### config.mk
export PLATFORM = sky130hd
export DESIGN_NAME = axi_write_buffer
export DESIGN_NICKNAME = d
export VERILOG_FILES = /design/src/rtl/axi_wbuf_pkg.sv /design/src/rtl/axi_wbuf_fifo.sv /design/src/rtl/axi_write_buffer.sv
export SDC_FILE = /design/constraint.sdc
export NUM_CORES = 1
export LEC_CHECK = 0
export CORE_MARGIN = 2
export CORE_UTILIZATION = 53
export CTS_CLUSTER_SIZE = 8
export DETAILED_ROUTE_END_ITERATION = 8
export GPL_TIMING_DRIVEN = 0
export PLACE_DENSITY = 0.76
export RECOVER_POWER = 25
export SLEW_MARGIN = 20
export SYNTH_ARGS = -nofsm -noshare
export SYNTH_HDL_FRONTEND = slang
export SYNTH_SLANG_ARGS = --single-unit
### constraint.sdc
create_clock -name clk -period 4.6 [get_ports clk]
set_clock_uncertainty 0.2 [all_clocks]
set_input_delay 0.46 -clock clk [delete_from_list [all_inputs] [get_ports clk]]
set_output_delay 0.46 -clock clk [all_outputs]
set_load 0.01 [all_outputs]
### src/rtl/axi_wbuf_pkg.sv
// Shared types and constants for the AXI write buffer.
package axi_wbuf_pkg;

    localparam int AXI_LEN_WIDTH = 8;

    typedef enum logic [2:0] {
        IDLE,
        FILL,
        ISSUE,
        DRAIN,
        STREAM,
        RESP
    } wbuf_state_t;

    // True when a burst of (len+1) beats fits completely in the local FIFO.
    function automatic logic fits_in_fifo(input logic [AXI_LEN_WIDTH-1:0] len, input int depth);
        return (int'(len) + 1) <= depth;
    endfunction

endpackage

### src/rtl/axi_wbuf_fifo.sv
// Single-clock W-data FIFO. Pointers carry an extra wrap bit so full and
// empty can be told apart; the storage array itself is not reset.
module axi_wbuf_fifo #(
    parameter int DATA_WIDTH = 32,
    parameter int DEPTH      = 16
) (
    input  logic                  clk,
    input  logic                  reset,
    input  logic                  push,
    input  logic [DATA_WIDTH-1:0] push_data,
    input  logic                  pop,
    output logic                  full,
    output logic                  empty,
    output logic [DATA_WIDTH-1:0] head
);

    localparam int PW = $clog2(DEPTH);

    logic [PW:0]           wr_ptr;
    logic [PW:0]           rd_ptr;
    logic [DATA_WIDTH-1:0] mem [DEPTH];
    logic                  do_push;
    logic                  do_pop;

    assign do_push = push && !full;
    assign do_pop  = pop && !empty;

    assign full  = (wr_ptr[PW] != rd_ptr[PW]) && (wr_ptr[PW-1:0] == rd_ptr[PW-1:0]);
    assign empty = (wr_ptr == rd_ptr);
    assign head  = mem[rd_ptr[PW-1:0]];

    // Pointer advance; a push into a full FIFO or a pop from an empty one is dropped.
    always_ff @(posedge clk or posedge reset) begin
        if (reset) begin
            wr_ptr <= '0;
            rd_ptr <= '0;
        end else begin
            if (do_push) wr_ptr <= wr_ptr + {{PW{1'b0}}, 1'b1};
            if (do_pop)  rd_ptr <= rd_ptr + {{PW{1'b0}}, 1'b1};
        end
    end

    // Storage write.
    always_ff @(posedge clk) begin
        if (do_push) mem[wr_ptr[PW-1:0]] <= push_data;
    end

endmodule

### src/rtl/axi_write_buffer.sv
// Store-and-forward AXI write-channel buffer with cut-through fallback for
// bursts longer than the FIFO. Optional build macro AXI_WBUF_LAST_CHECK_EN
// enables the sticky s_wlast consistency flag (wlast_err).
//
// state  | meaning
// -------+-------------------------------------------------------------
// IDLE   | waiting for an upstream AW; only s_awready is high
// FILL   | collecting all W beats of a burst that fits in the FIFO
// ISSUE  | presenting the buffered burst's AW downstream
// DRAIN  | replaying buffered beats downstream, wlast from out_cnt
// STREAM | long burst: AW issued at once, push and pop run together
// RESP   | relaying the single B handshake between the two sides
module axi_write_buffer
    import axi_wbuf_pkg::*;
#(
    parameter int ADDR_WIDTH = 32,
    parameter int DATA_WIDTH = 32,
    parameter int DEPTH      = 16
) (
    input  logic                     clk,
    input  logic                     reset,
    input  logic [ADDR_WIDTH-1:0]    s_awaddr,
    input  logic [AXI_LEN_WIDTH-1:0] s_awlen,
    input  logic                     s_awvalid,
    output logic                     s_awready,
    input  logic [DATA_WIDTH-1:0]    s_wdata,
    input  logic                     s_wlast,
    input  logic                     s_wvalid,
    output logic                     s_wready,
    output logic                     s_bvalid,
    input  logic                     s_bready,
    output logic [ADDR_WIDTH-1:0]    m_awaddr,
    output logic [AXI_LEN_WIDTH-1:0] m_awlen,
    output logic                     m_awvalid,
    input  logic                     m_awready,
    output logic [DATA_WIDTH-1:0]    m_wdata,
    output logic                     m_wlast,
    output logic                     m_wvalid,
    input  logic                     m_wready,
    input  logic                     m_bvalid,
    output logic                     m_bready,
    output logic                     wlast_err
);

    wbuf_state_t              state_q;
    wbuf_state_t              state_d;
    logic [ADDR_WIDTH-1:0]    addr_q;
    logic [AXI_LEN_WIDTH-1:0] len_q;
    logic [AXI_LEN_WIDTH-1:0] in_cnt;
    logic [AXI_LEN_WIDTH-1:0] out_cnt;
    logic                     in_done;
    logic                     out_done;
    logic                     aw_done;
    logic                     push;
    logic                     pop;
    logic                     fifo_full;
    logic                     fifo_empty;
    logic                     in_last;
    logic                     out_last;

    // in_done/out_done guard against the 8-bit counters wrapping on awlen=255.
    assign in_last  = (in_cnt == len_q);
    assign out_last = (out_cnt == len_q);
    assign m_awaddr = addr_q;
    assign m_awlen  = len_q;

    axi_wbuf_fifo #(
        .DATA_WIDTH (DATA_WIDTH),
        .DEPTH      (DEPTH)
    ) u_fifo (
        .clk       (clk),
        .reset     (reset),
        .push      (push),
        .push_data (s_wdata),
        .pop       (pop),
        .full      (fifo_full),
        .empty     (fifo_empty),
        .head      (m_wdata)
    );

    // Next-state and handshake outputs.
    always_comb begin
        state_d   = state_q;
        s_awready = 1'b0;
        s_wready  = 1'b0;
        s_bvalid  = 1'b0;
        m_awvalid = 1'b0;
        m_wvalid  = 1'b0;
        m_wlast   = 1'b0;
        m_bready  = 1'b0;
        push      = 1'b0;
        pop       = 1'b0;
        unique case (state_q)
            IDLE: begin
                s_awready = 1'b1;
                if (s_awvalid) state_d = fits_in_fifo(s_awlen, DEPTH) ? FILL : STREAM;
            end
            FILL: begin
                s_wready = !fifo_full;
                push     = s_wvalid && s_wready;
                if (push && in_last) state_d = ISSUE;
            end
            ISSUE: begin
                m_awvalid = 1'b1;
                if (m_awready) state_d = DRAIN;
            end
            DRAIN: begin
                m_wvalid = !fifo_empty;
                m_wlast  = out_last;
                pop      = m_wvalid && m_wready;
                if (pop && out_last) state_d = RESP;
            end
            STREAM: begin
                m_awvalid = !aw_done;
                s_wready  = !fifo_full && !in_done;
                push      = s_wvalid && s_wready;
                m_wvalid  = !fifo_empty;
                m_wlast   = out_last;
                pop       = m_wvalid && m_wready;
                // AW must not be withdrawn, so a burst whose data beat AW out waits for it.
                if ((aw_done || m_awready) && (out_done || (pop && out_last))) state_d = RESP;
            end
            RESP: begin
                s_bvalid = m_bvalid;
                m_bready = s_bready;
                if (m_bvalid && s_bready) state_d = IDLE;
            end
            default: state_d = IDLE;
        endcase
    end

    // State register, burst attributes and beat bookkeeping.
    always_ff @(posedge clk or posedge reset) begin
        if (reset) begin
            state_q  <= IDLE;
            addr_q   <= '0;
            len_q    <= '0;
            in_cnt   <= '0;
            out_cnt  <= '0;
            in_done  <= 1'b0;
            out_done <= 1'b0;
            aw_done  <= 1'b0;
        end else begin
            state_q <= state_d;
            if (state_q == IDLE && s_awvalid) begin
                addr_q   <= s_awaddr;
                len_q    <= s_awlen;
                in_cnt   <= '0;
                out_cnt  <= '0;
                in_done  <= 1'b0;
                out_done <= 1'b0;
                aw_done  <= 1'b0;
            end else begin
                if (push) begin
                    in_cnt <= in_cnt + 8'd1;
                    if (in_last) in_done <= 1'b1;
                end
                if (pop) begin
                    out_cnt <= out_cnt + 8'd1;
                    if (out_last) out_done <= 1'b1;
                end
                if (m_awvalid && m_awready) aw_done <= 1'b1;
            end
        end
    end

`ifdef AXI_WBUF_LAST_CHECK_EN
    logic wlast_err_q;

    // Sticky flag: an accepted beat whose s_wlast disagrees with the beat count.
    always_ff @(posedge clk or posedge reset) begin
        if (reset) begin
            wlast_err_q <= 1'b0;
        end else if (push && (s_wlast != in_last)) begin
            wlast_err_q <= 1'b1;
        end
    end

    assign wlast_err = wlast_err_q;
`else
    logic unused_wlast;

    assign unused_wlast = s_wlast;
    assign wlast_err    = 1'b0;
`endif

endmodule

Fig. 1: run 1, routing congestion map
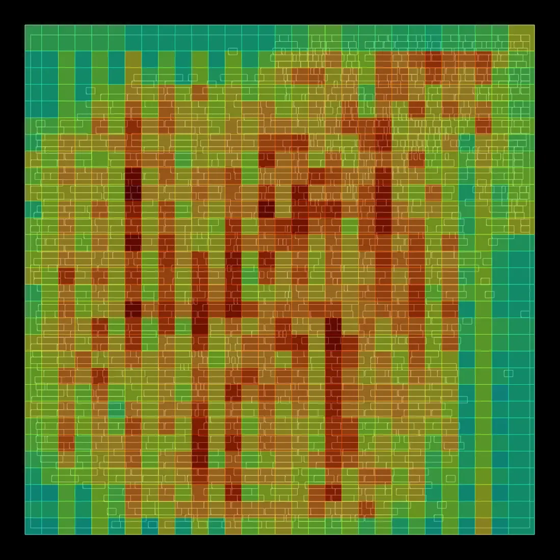
met1 demand-to-capacity share in global routing: 0.3186
met3 GRT Util: 0.05159
routing layer with the top usage in global route: met2

Fig. 2: run 1, signal wires by layer
The bar under the picture is 50 um long. Only two layers are drawn.
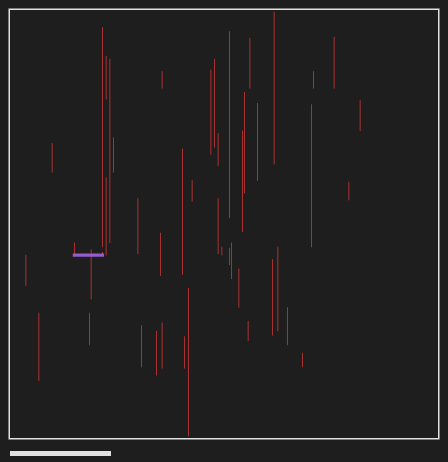
color	layer	wire length
purple	met5	13.8 um
red	met4	1410 um
Wirelength per Cell: 28.03 um
via count: 11313
wire length reported by the detailed router: 51880 um
Overall Global Routing Usage: 0.2404

==> metrics.cfg, run 1 <==
[floorplan]
floorplan.die_area_mm2=0.04446
die.size.x_um=210.9
floorplan.core_util=0.5382
n_tap_cell=539
rows=75
io_pins=161
die_h_um=210.9

[routing]
detailed_route_wirelength_on_metal2_um=26290
antenna_violating_nets_post_route=0
detail_route.drc_violations=0
highest_layer=met5
wirelength_met1_um=20390
route.met3.wl_um=3772

[power]
p_int_mw=12.26
clock_power_share=0.310
power-per-cell-area_mw_per_mm2=615.7
switchingPower_mw=4.890
cellLeakagePower_nw=9.292
p_comb_mw=5.35
maxPowerGroup=sequential cells
net_switching_fraction_of_the_power=0.2852

[outcome]
failed_checks=max-capacitance violations, max-slew violations
result_of_the_run=finished, violations left

[logic_synthesis]
synth.comb.largest_family=multiplexers
synth_area_mm2=0.02268
syn-mean-instance-area_um2=22.32
ys_async_sr_fraction=0.1233
ys_seq_frac=0.7574
synthCells=1016
post_synth_xor_area_fraction=0.01733
top_cells_by_area=sky130_fd_sc_hd__edfxtp_1, sky130_fd_sc_hd__mux4_2, sky130_fd_sc_hd__dfrtp_1
synth-cells-yosys=1016
edf_count=512
ys_sh_aoi=0.007890
synth_adder_area_share=0.003862
synth.area.mux_share=0.1806

[critical_path]
crit_buf_inv=4
cpPeakStageDelay_ns=0.73
cell_chain_of_the_critical_path=buf_2 -> clkbuf_1 -> clkbuf_1 -> mux4_2 -> mux4_2 -> clkdlybuf4s50_1
worstSetupStartpointType=flip-flop
worst_ep_required_time_ns=3.94
timing.rr.end=u_fifo.mem[2][14]
regToRegSetupSlack_ns=1.01
cp-endpoint=m_wdata[4]
crit_path_max_fanout=10
timing.critical_path.arrival_ns=3.81
reg2reg_depth=10
timing.critical_path.depth=6
critical-path-top-delay-family=buffers and inverters

[clock_tree]
path_clk_slew_ns=0.05
clock_tree.root_cell=sky130_fd_sc_hd__clkbuf_16
cts_repair_resize_count=0
cts_inserted_buffers=82
cts.sink_count=584
ctsLongestPathBuffers=3
ctsHoldBuffers=0
tritoncts=done
clk_latency_ns=0.60

[place]
gp_congestion=0.7483
instance_area_at_placement_mm2=0.02565
buffer_ports.inserted=158

[finish]
antenna_cells=2
layoutNonFillerInstCount=1851
flop_share_of_the_area=0.6169
register_area_mm2=0.01718
final_area_mm2=0.02785
nets=1384
comb_cells=373
nNonClkInverters=6
layout_top_cells_excl_fill_tap=sky130_fd_sc_hd__edfxtp_1, sky130_fd_sc_hd__mux4_2, sky130_fd_sc_hd__clkdlybuf4s50_1
clkCellAreaFrac=0.07931

[grt]
grt_max_degree=40
overflow=0
global_route.usage.met2=0.3973
number_of_global_route_vias_before_repair=12179

[final_timing]
timing.hold.ws_ns=0.2757
timing.final.max_slew_violations=75
setup_tns_ns=0
slew_headroom=-0.3388
layout_min_cycle_time_ns=4.473
max_freq_mhz=223.6
fin_ws_ns=0.1269
setup_repair_after_global_routing_missed_its_margin=no
fin_crit_sh=0.9724
finalHoldViolations=0

[min_path]
timing.hold.worst_path_depth=2

[flow_run]
maxCapViolCount=2

Fig. 3: run 1, selected gate families
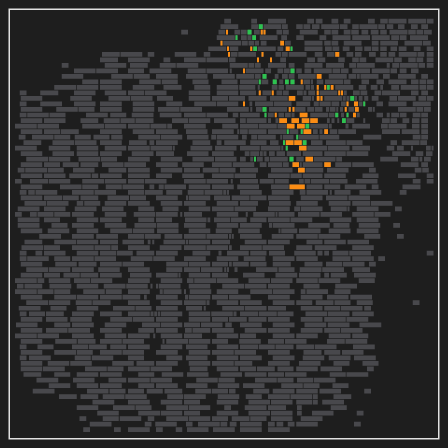
color	family	cells	most used
green	NAND gates	29	nand2_1
orange	NOR gates	53	nor2_1
share of the final layout cell area in multi-input gates: 0.1920
most frequently placed logic cell in the final layout: sky130_fd_sc_hd__edfxtp_1

run 1: registers in the layout, summed over array words and instances (netlist names):
register	flops
state_q	3
aw_done	1
m_awlen	8
in_done	1
out_cnt	8
u_fifo.mem	512
out_done	1
u_fifo.wr_ptr	5
in_cnt	8
u_fifo.rd_ptr	5
m_awaddr	32
run 1: synth_stat cells, drive strengths merged (3+ instances only):
cell / instances
and4: 4
ha: 7
xnor2: 19
and3: 7
buf: 32
dfrtp: 72
edfxtp: 512
nand2: 12
nor4: 4
nor2: 38
xor2: 25
mux4: 160
nand4: 11
nor2b: 3
clkbuf: 21
mux2: 42
a21oi: 8
o21ai: 5
nand2b: 4
nor3: 7
inv: 6
Fig. 4: run 1, sequential cells colored by netlist name
The bar under the picture is 50 um long. Other sequential cells in the stronger gray, the rest of the logic in the fainter gray.
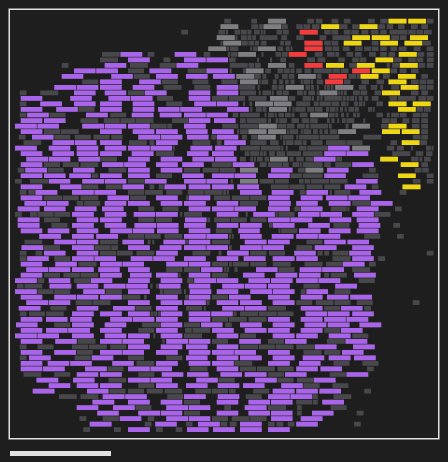

## Run 2: what changed since run 1
- CAP_MARGIN: default -> 20
- RECOVER_POWER: 25 -> 100
Fig. 5: run 2, sequential cells colored by netlist name
The bar under the picture is 50 um long. Other sequential cells in the stronger gray, the rest of the logic in the fainter gray.
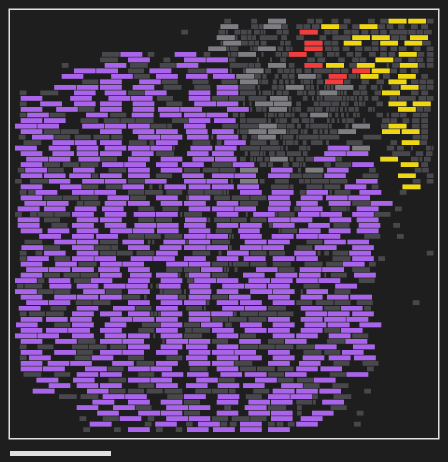
color	netlist name	sequential cells
purple	u_fifo.mem	512
red	m_awlen	8
yellow	m_awaddr	32
not colored	32

==> run 2 against run 1 <==
Net effect: the flow still finishes with violations (max-capacitance violations, max-slew violations); synthesized cell count is the same; die area is the same; routed wire length shrank 0.22%; critical path depth is the same; fmax shrank 0.33%; largest power group unchanged; design area shrank 0.81%; non-clock buffer count grew 1; largest cell class unchanged; highest routed layer unchanged; power shrank 1.0%; critical path type unchanged.
==> metrics.cfg, run 2 <==
[floorplan]
rows=75
die_h_um=210.9
die.size.x_um=210.9
io_pins=161

[logic_synthesis]
ys_seq_frac=0.7574
synth_area_mm2=0.02268
synth.cells.most_frequent=sky130_fd_sc_hd__edfxtp_1, sky130_fd_sc_hd__mux4_2, sky130_fd_sc_hd__dfrtp_1
top_cells_by_area=sky130_fd_sc_hd__edfxtp_1, sky130_fd_sc_hd__mux4_2, sky130_fd_sc_hd__dfrtp_1
post_synth_xor_area_fraction=0.01733
ys_sh_aoi=0.007890
synth.area.mux_share=0.1806
syn-mean-instance-area_um2=22.32
synthCells=1016
synth_adder_area_share=0.003862
synth-cells-yosys=1016
edf_count=512
synth.comb.largest_family=multiplexers
synth.most_common_cell=sky130_fd_sc_hd__edfxtp_1

[clock_tree]
clk_latency_ns=0.60
ctsLongestPathBuffers=3
cts.sink_count=584
tritoncts=done
cts_inserted_buffers=82
ctsHoldBuffers=0
path_clk_slew_ns=0.05
clock_tree.root_cell=sky130_fd_sc_hd__clkbuf_16

[final_timing]
fin_crit_sh=0.9757
timing.hold.ws_ns=0.2767
fin_ws_ns=0.1119
setup_repair_after_global_routing_missed_its_margin=no
timing.final.max_slew_violations=75
slew_headroom=-0.3409
finalHoldViolations=0
setup_tns_ns=0

[outcome]
failed_checks=max-capacitance violations, max-slew violations
result_of_the_run=finished, violations left

[grt]
number_of_global_route_vias_before_repair=12179
gr-max-usage-layer=met2
overflow=0
global_route.usage.met1=0.3186
global_route.usage.met3=0.05159
global_route.usage.met2=0.3973
grt_max_degree=40

[critical_path]
cp-endpoint=m_wdata[4]
reg2reg_depth=8
cell_chain_of_the_critical_path=clkbuf_2 -> clkbuf_1 -> clkbuf_1 -> mux4_2 -> mux4_2 -> clkdlybuf4s50_1
timing.rr.end=u_fifo.mem[7][24]
crit_path_max_fanout=10
timing.critical_path.arrival_ns=3.83
worst_ep_required_time_ns=3.94
worstSetupStartpointType=flip-flop

[finish]
largest_register_ff_count=512
layout_top_cells_excl_fill_tap=sky130_fd_sc_hd__edfxtp_1, sky130_fd_sc_hd__mux4_2, sky130_fd_sc_hd__clkbuf_16
nets=1385
final_area_mm2=0.02762
layoutNonFillerInstCount=1852

[routing]
detail_route.drc_violations=0
antenna_violating_nets_post_route=0
highest_layer=met5

[power]
cellLeakagePower_nw=9.250
power-per-cell-area_mw_per_mm2=614.4

[place]
gp_congestion=0.7483
buffer_ports.inserted=158

[flow_run]
maxCapViolCount=2

[min_path]
timing.hold.worst_path_depth=2

==> run 2: cell counts after synthesis <==
Identical to the previous run, type by type.
==> run 2: critical path, delay by kind of cell, from the launching register on <==
family | cells | cell delay, ns
DFF | 1 | 0.36
muxes | 2 | 0.96
buffers and inverters | 4 | 1.91
==> run 2: cell type report <==
class / instances / area, um2
Tap cell: 539 / 674.4
Clock buffer: 94 / 2140
Buffer: 53 / 234.0
Multi-Input combinational cell: 373 / 5275
Clock inverter: 4 / 68.82
Fill cell: 2667 / 14510
Inverter: 6 / 23.77
Timing Repair Buffer: 197 / 2023
Sequential cell: 584 / 17180
Antenna cell: 2 / 5.005
==> run 2: where the power goes <==
group	total [mW]	switching, mW	internal, mW
clock	5.30	2.07	3.23
combinational	5.19	2.49	2.70
sequential	6.47	0.258	6.21
total	17.0	4.82	12.1
## Run 3: what changed since run 2
- GPL_ROUTABILITY_DRIVEN: default -> 0
Fig. 6: run 3, signal wires by layer
The bar under the picture is 50 um long. Only two layers are drawn.
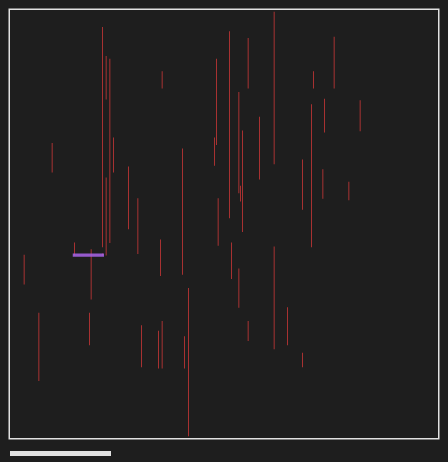
color	layer	wire length
red	met4	1390 um
purple	met5	13.8 um
via count: 11371
wire length reported by the detailed router: 51760 um

==> run 3 against run 2 <==
Net effect: largest power group unchanged; routed wire length did not move; via count did not move; highest routed layer unchanged; sequential share of layout area is the same; area after synthesis did not move; the flow still finishes with violations (max-capacitance violations, max-slew violations); register-to-register slack barely moved; setup slack is the same; synthesized cell count unchanged; core utilization unchanged.
==> metrics.cfg, run 3 <==
[critical_path]
timing.rr.end=u_fifo.mem[7][24]
crit_path_max_fanout=10
cpPeakStageDelay_ns=0.72
cell_chain_of_the_critical_path=clkbuf_2 -> clkbuf_1 -> clkbuf_1 -> mux4_2 -> mux4_2 -> clkdlybuf4s50_1
critical-path-top-delay-family=buffers and inverters
timing.rr.start=u_fifo.rd_ptr[3]
worstSetupStartpointType=flip-flop
crit_buf_inv=4
timing.critical_path.depth=6
endpoint_kind=primary output
regToRegSetupSlack_ns=0.11
reg2reg_depth=8
criticalPathCategory=reg -> out
worst_ep_required_time_ns=3.94
timing.critical_path.arrival_ns=3.83

[clock_tree]
postCtsSetupBuffers=0
cts_repair_resize_count=0
ctsLongestPathBuffers=3
clock_tree.root_cell=sky130_fd_sc_hd__clkbuf_16
cts_inserted_buffers=82
clk_latency_ns=0.60
path_clk_slew_ns=0.05
cts.sink_count=584
ctsHoldBuffers=0
tritoncts=done

[finish]
largest_register_ff_count=512
final_core_utilization=0.6555
antenna_cells=2
n_clock_buffer=94
biggest_cell_category_by_area_in_the_final_layout=registers
nNonClkBuffers=250
layoutNonFillerInstCount=1852
signal_buffer_area_fraction=0.08172
final_area_mm2=0.02762
layout_top_cells_excl_fill_tap=sky130_fd_sc_hd__edfxtp_1, sky130_fd_sc_hd__mux4_2, sky130_fd_sc_hd__clkbuf_16
register_area_mm2=0.01718
flop_share_of_the_area=0.6219
synthToLayoutAreaGrowth_pct=21.80
nets=1385
clkCellAreaFrac=0.07995
lay_top_count=sky130_fd_sc_hd__edfxtp_1
multi_input_comb_area_mm2=0.005275
comb_cells=373
n_sequential_cell=584
nNonClkInverters=6
final_layout_size_suffix_gt1_frac=0.2784
comb_area_frac=0.1910
filler_cell_count=2667

[floorplan]
die_h_um=210.9
die.size.x_um=210.9
rows=75
n_tap_cell=539
core_area_mm2=0.04213
floorplan.core_util=0.5382
floorplan.die_area_mm2=0.04446
io_pins=161

[final_timing]
setup_repair_after_global_routing_missed_its_margin=no
finalHoldViolations=0
max_freq_mhz=222.8
slew_headroom=-0.3409
setup_viol=0
setup_tns_ns=0
timing.final.max_slew_violations=75
layout_min_cycle_time_ns=4.488
fin_ws_ns=0.1119
timing.hold.ws_ns=0.2767
fin_crit_sh=0.9757

[logic_synthesis]
ys_seq_frac=0.7574
yosys_area_mm2=0.02268
synth_simple_gate_area_share=0.02108
ys_async_sr_fraction=0.1233
synth.cells.most_frequent=sky130_fd_sc_hd__edfxtp_1, sky130_fd_sc_hd__mux4_2, sky130_fd_sc_hd__dfrtp_1
ys_sh_aoi=0.007890
synth-cells-yosys=1016
synth_area_mm2=0.02268
synth-seq-cells=584
synth_adder_area_share=0.003862
synthCells=1016
synth.comb.largest_family=multiplexers
net_count_entering_floorplan=1104
synth.area.mux_share=0.1806
post_synth_xor_area_fraction=0.01733
syn-mean-instance-area_um2=22.32
synthDominantAreaCellType=sky130_fd_sc_hd__edfxtp_1
synth.most_common_cell=sky130_fd_sc_hd__edfxtp_1
edf_count=512
top_cells_by_area=sky130_fd_sc_hd__edfxtp_1, sky130_fd_sc_hd__mux4_2, sky130_fd_sc_hd__dfrtp_1

[power]
power_mw=16.97
clock_power_share=0.313
pwr.group.sequential_mw=6.47
power-per-cell-area_mw_per_mm2=614.4
vdd_drop_max_uv=412.5
net_switching_fraction_of_the_power=0.2841
seq_pwr_share=0.381
switchingPower_mw=4.822
powerClk_mw=5.30
maxPowerGroup=sequential cells
p_comb_mw=5.19
cellLeakagePower_nw=9.250
combinationalPowerShare=0.306
p_int_mw=12.15

[grt]
gr-max-usage-layer=met2
global_route.usage.met3=0.05159
number_of_global_route_vias_before_repair=12179
grt_max_degree=40
global_route.usage.met1=0.3186
overflow=0
global_route.usage.met2=0.3973
track_usage=0.2404

[min_path]
worst_hold_path.endpoint=m_awlen[3]
timing.hold.worst_path_depth=2
min-delay-path-class=in -> reg

[routing]
dr.first_iter.drc_count=1105
detail_route.drc_violations=0
route.detailed.wl_per_inst_um=27.95
drt_pre_antenna_iters=5
viasPerCell=6.140
antenna_violating_nets_post_route=0

[outcome]
result_of_the_run=finished, violations left
failed_checks=max-capacitance violations, max-slew violations

[flow_run]
maxCapViolCount=2

[place]
buffer_ports.inserted=158
placedCellCount=1751
instance_area_at_placement_mm2=0.02565

==> run 3: worst max path at each step <==
stage	from	end	slack, ns
floorplan	u_fifo.wr_ptr[3]	u_fifo.mem[0][0]	0.19
CTS	u_fifo.rd_ptr[1]	m_wdata[30]	0.14
detailed placement	u_fifo.rd_ptr[1]	m_wdata[13]	0.78
finish	u_fifo.rd_ptr[1]	m_wdata[4]	0.11
global route	u_fifo.rd_ptr[3]	u_fifo.mem[10][20]	0.04
global placement	u_fifo.rd_ptr[3]	u_fifo.mem[0][14]	-2.69
==> run 3: layer usage <==
layer,routed length (um),up-vias
met5,13,-
met4,1390,2
met3,3677,102
met2,26160,530
met1,20520,5977
li1,-,4760
Power figures rest on the tool's default switching activity, not on a simulated workload.
